==> config.mk <==
export PLATFORM = sky130hd
export DESIGN_NAME = branch_resolve_unit
export DESIGN_NICKNAME = d
export VERILOG_FILES = /design/src/rtl/branch_resolve_unit.sv
export SDC_FILE = /design/constraint.sdc
export NUM_CORES = 1
export LEC_CHECK = 0
export CAP_MARGIN = 20
export CORE_MARGIN = 10
export CORE_UTILIZATION = 50
export CTS_BUF_LIST = sky130_fd_sc_hd__clkbuf_8
export CTS_CLUSTER_DIAMETER = 30
export DETAILED_ROUTE_END_ITERATION = 10
export GPL_ROUTABILITY_DRIVEN = 1
export PLACE_DENSITY = 0.78
export REMOVE_ABC_BUFFERS = 1
export SYNTH_ARGS = -nofsm -noshare
export SYNTH_HDL_FRONTEND = slang
export SYNTH_SLANG_ARGS = --single-unit
==> constraint.sdc <==
create_clock -name i_clk -period 3.1 [get_ports i_clk]
set_clock_uncertainty 0.15 [all_clocks]
set_input_delay 0.62 -clock i_clk [delete_from_list [all_inputs] [get_ports i_clk]]
set_output_delay 0.62 -clock i_clk [all_outputs]
set_load 0.02 [all_outputs]
==> src/rtl/branch_resolve_unit.sv <==
// Branch resolve unit: queues IF predictions, checks them at EX, issues flush/redirect and training updates.
// Optional performance counters are enabled with BRU_PERF_CNT_EN.
module branch_resolve_unit #(
    parameter int DEPTH = 4,
    parameter int CNT_W = 32
) (
    input  logic             i_clk,
    input  logic             i_rst_n,
    input  logic             i_pred_valid,
    input  logic [31:0]      i_pred_pc,
    input  logic             i_pred_taken,
    input  logic [31:0]      i_pred_target,
    output logic             o_pred_ready,
    input  logic             i_stall,
    input  logic             i_res_valid,
    input  logic [31:0]      i_res_pc,
    input  logic             i_res_taken,
    input  logic [31:0]      i_res_target,
    output logic             o_flush,
    output logic [31:0]      o_redirect_pc,
    output logic             o_upd_valid,
    output logic [31:0]      o_upd_pc,
    output logic             o_upd_taken,
    output logic [31:0]      o_upd_target,
    output logic             o_error,
    output logic [CNT_W-1:0] o_branch_cnt,
    output logic [CNT_W-1:0] o_mispred_cnt
);

    localparam int PW = $clog2(DEPTH);
    localparam logic [0:0] ST_RUN   = 1'b0;
    localparam logic [0:0] ST_FLUSH = 1'b1;

    typedef struct packed {
        logic [31:0] pc;
        logic        taken;
        logic [31:0] target;
    } ent_t;

    ent_t          q [DEPTH];
    logic [PW-1:0] wr_ptr;
    logic [PW-1:0] rd_ptr;
    logic [PW:0]   count;
    logic [0:0]    state;

    ent_t        head;
    logic        push;
    logic        pop;
    logic        err;
    logic        mis;
    logic [31:0] fix_pc;

    assign head         = q[rd_ptr];
    assign o_pred_ready = (count < (PW+1)'(DEPTH)) && (state == ST_RUN);
    assign push         = i_pred_valid & o_pred_ready & ~i_stall;
    assign pop          = i_res_valid & ~i_stall & (state == ST_RUN);

    // An empty-queue resolve has a stale head, so err must dominate mis.
    assign err    = pop & ((count == '0) | (head.pc != i_res_pc));
    assign mis    = pop & (err
                    | (head.taken != i_res_taken)
                    | (i_res_taken & (head.target != i_res_target)));
    assign fix_pc = i_res_taken ? i_res_target : i_res_pc + 32'd4;

    always_ff @(posedge i_clk or negedge i_rst_n) begin
        if (!i_rst_n) begin
            state  <= ST_RUN;
            wr_ptr <= '0;
            rd_ptr <= '0;
            count  <= '0;
            for (int i = 0; i < DEPTH; i++) begin
                q[i] <= '0;
            end
        end else if (state == ST_FLUSH) begin
            if (!i_stall) begin
                state <= ST_RUN;
            end
        end else if (mis) begin
            state  <= ST_FLUSH;
            wr_ptr <= '0;
            rd_ptr <= '0;
            count  <= '0;
        end else begin
            if (push) begin
                q[wr_ptr] <= '{pc: i_pred_pc, taken: i_pred_taken,
                               target: i_pred_target};
                wr_ptr    <= wr_ptr + PW'(1);
            end
            if (pop) begin
                rd_ptr <= rd_ptr + PW'(1);
            end
            if (push && !pop) begin
                count <= count + (PW+1)'(1);
            end else if (pop && !push) begin
                count <= count - (PW+1)'(1);
            end
        end
    end

    always_ff @(posedge i_clk or negedge i_rst_n) begin
        if (!i_rst_n) begin
            o_flush       <= 1'b0;
            o_redirect_pc <= '0;
            o_upd_valid   <= 1'b0;
            o_upd_pc      <= '0;
            o_upd_taken   <= 1'b0;
            o_upd_target  <= '0;
            o_error       <= 1'b0;
        end else begin
            o_flush     <= mis;
            o_upd_valid <= pop;
            o_error     <= o_error | err;
            if (mis) begin
                o_redirect_pc <= fix_pc;
            end
            if (pop) begin
                o_upd_pc     <= i_res_pc;
                o_upd_taken  <= i_res_taken;
                o_upd_target <= i_res_target;
            end
        end
    end

`ifdef BRU_PERF_CNT_EN
    logic [CNT_W-1:0] branch_cnt;
    logic [CNT_W-1:0] mispred_cnt;

    always_ff @(posedge i_clk or negedge i_rst_n) begin
        if (!i_rst_n) begin
            branch_cnt  <= '0;
            mispred_cnt <= '0;
        end else begin
            if (pop && !(&branch_cnt)) begin
                branch_cnt <= branch_cnt + CNT_W'(1);
            end
            if (mis && !(&mispred_cnt)) begin
                mispred_cnt <= mispred_cnt + CNT_W'(1);
            end
        end
    end

    assign o_branch_cnt  = branch_cnt;
    assign o_mispred_cnt = mispred_cnt;
`else
    assign o_branch_cnt  = '0;
    assign o_mispred_cnt = '0;
`endif

endmodule

Clock wiring as the flow saved it:
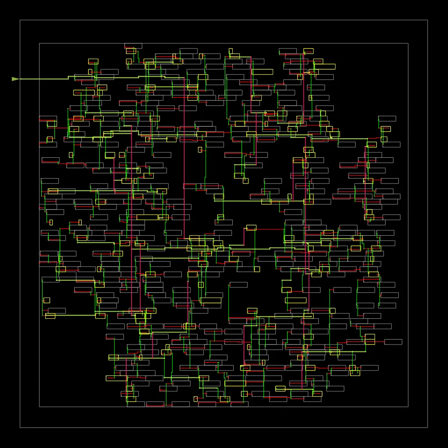
sequential cell count: 368
cts bufs inserted: 87

M3 wires:
Scale: 2 px per um.
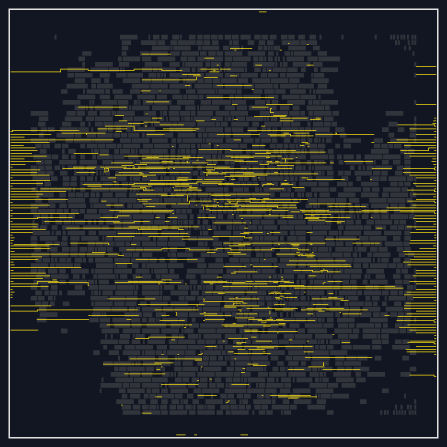
longest straight run = 70.4 um
main direction = horizontal
nets with wire on the layer = 398
share of all routed wire = 9.8%
wire length on this layer = 6490 um

Wiring heat map:
Scale: 2 px per um. 21 x 21 tiles, from dark purple (low) to yellow (high), scaled to the fullest tile. Values are wire area over tile area, all layers added.
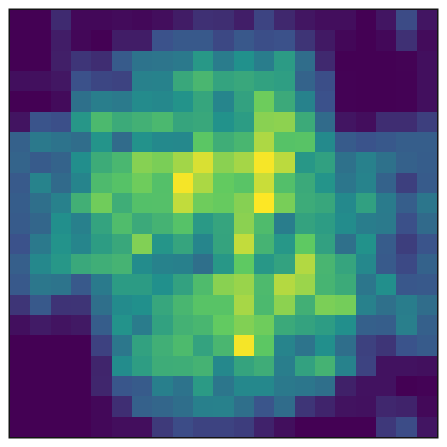
mean over tiles = 0.25
densest ninth of the die = center
tiles over half the peak = 35%

Cells colored by class:
Scale: 2 px per um.
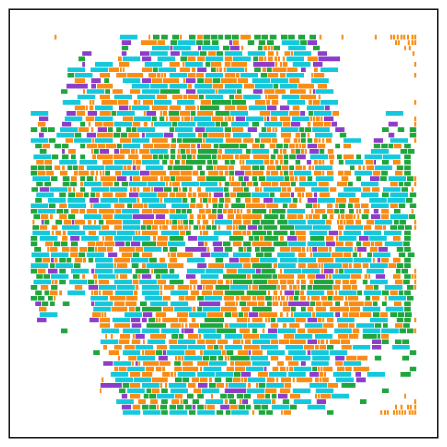
all other logic -> orange  # cells 990
flops -> cyan  # cells 368
clock drivers and dummy loads -> purple  # cells 160
other buffers and delay cells -> green  # cells 503

==> results.txt <==
Synthesis and place-and-route results.

- The slack of the critical path is -697.4 ps.
- Summing all multi-input logic gate instances after layout gives 0.009064 mm^2.
- Of the total power, the share spent switching nets is 33.89%.
- After detailed placement, the total cell area comes to 0.02282 mm^2.
- The number of instances in the synthesized netlist is 1447.
- The maximum buffer depth of the clock tree is 3.
- After synthesis, the design contains 1447 cells according to Yosys.
- The worst setup path startpoint is rd_ptr[1]$_DFFE_PN0P_.
- The sequential cell area is 0.009216 mm^2.
- The later-pin clock latency in the skew report is 650 ps.
- The x dimension of the die is 213.5 um.
- The top layer reached by signal wires is met5.
- Per STA, the worst path is made up of buf_4 -> buf_6 -> buf_12 -> mux4_2 -> xnor2_2 -> nand4_1 -> or4_4 -> o221ai_4 -> buf_4 -> nand3_4 -> buf_6 -> buf_4 -> o22ai_1.
- For this run, the post-layout net count is 2091.
- The fraction of cell area in non-clock buffers is 20.02%.
- Setup repair after global routing could not meet its margin everywhere.
- The routed via count divided by cell count is 5.848.
- The type of the worst min-delay path is input pin to async pin.
- The flow inserted 468 tap cells.
- Looking at the group totals, the largest power group turns out to be combinational logic.
- The core utilization before placement is 50.89%.
- The checks that failed: negative setup slack.
- The number of antenna violations at the first check in global routing is 13.
- The clock network power is 6.30 mW.
- The final layout contains routed wiring with a total length of 66.12 mm.
- The highest ir drop seen on vdd is 531.6 uV.
- OpenSTA lists the critical path endpoint as q[1]$_DFFE_PN0P_.
- In the global route stage, met3 resource usage came out at 7.738%.
- The all-layer global routing usage is 28.48%.
- 10 antenna diodes ended up in the layout.
- The number of primary I/O pins is 300.
- The layout has 503 buffers outside the clock class.
- In the final layout, the clock buffer count is 100.
- The number of search-and-repair iterations in the first detailed-routing pass is 5.
- Combinational power for this build is 10.9 mW.
- The number of setup violations in the final report is 302.
- The synthesized area is 0.01872 mm^2.
- Per the post-run analysis, buffers plus inverters along the critical path come to 6.
- The number of pins exceeding their max-slew limit in the final report is 0.
- The run finished, with violations left.
- Looking at the critical path, the highest net fanout was 13.
- The most common logic cells in the final layout are dfrtp_1, clkdlybuf4s50_1, buf_4.
- In the placement report, post-DP HPWL is listed as 40.68 mm.
- The power share of the clock group is 25.1%.
- The average wire per standard cell is 26.46 um.
- met2 track demand over resource after global routing is 44.61%.
- Yosys mapped the design onto 55 distinct sky130hd cell types.
- The layout has 2254 filler cells.
- Combinational logic burns 43.3% of the power.
- The standard cell with the maximum stage delay on the critical path is dfrtp_4.
- The combinational share of cell area is 34.31%.
- The largest contributor to cell area by class is flip-flops and latches.
- The routability congestion estimate from global placement is 0.9594.
- The most numerous logic cell after layout is dfrtp_1.
- From bottom edge to top edge, the die measures 213.5 um.
- Yosys reports a chip area of 0.01872 mm^2.
- The signal arrival time at the worst endpoint is 4210 ps.
- Ranked by instance count, the synthesized netlist is headed by dfrtp_1, mux2_4, mux2_2, nand2_1, inv_1.
- The required arrival time at the worst endpoint is 3510 ps.
- The path length in cells of the critical path is 13.
- TritonCTS built the clock tree.
- The number of hold buffers added after CTS was 1.
cells by family after synthesis:
kind of cell / Yosys count / synth area share, %
buffers and inverters: 227 / 6.857
xor gates and xnor gates: 92 / 4.304
adders and majority gates: 6 / 0.4411
DFF: 368 / 49.19
and+or+nand+nor: 227 / 5.668
muxes: 389 / 28.88
other: 1 / 0.02003
AOI/OAI and AO/OA: 137 / 4.639
per-stage QoR:
step	TNS (ps)	instances
after global placement	-229180	2275
after floorplan	-1672700	1358
after detailed placement	-240230	2275
after CTS	-133730	2484
final	-173550	2499
after global routing	-202150	2496
flip-flops by register name, indices dropped and copies added, names as in the netlist, 2 cells and up:
register,cells
q,260
o_redirect_pc,32
o_upd_pc,32
o_upd_target,32
count,3
rd_ptr,2
wr_ptr,2
Power and IR drop assume default switching activity.
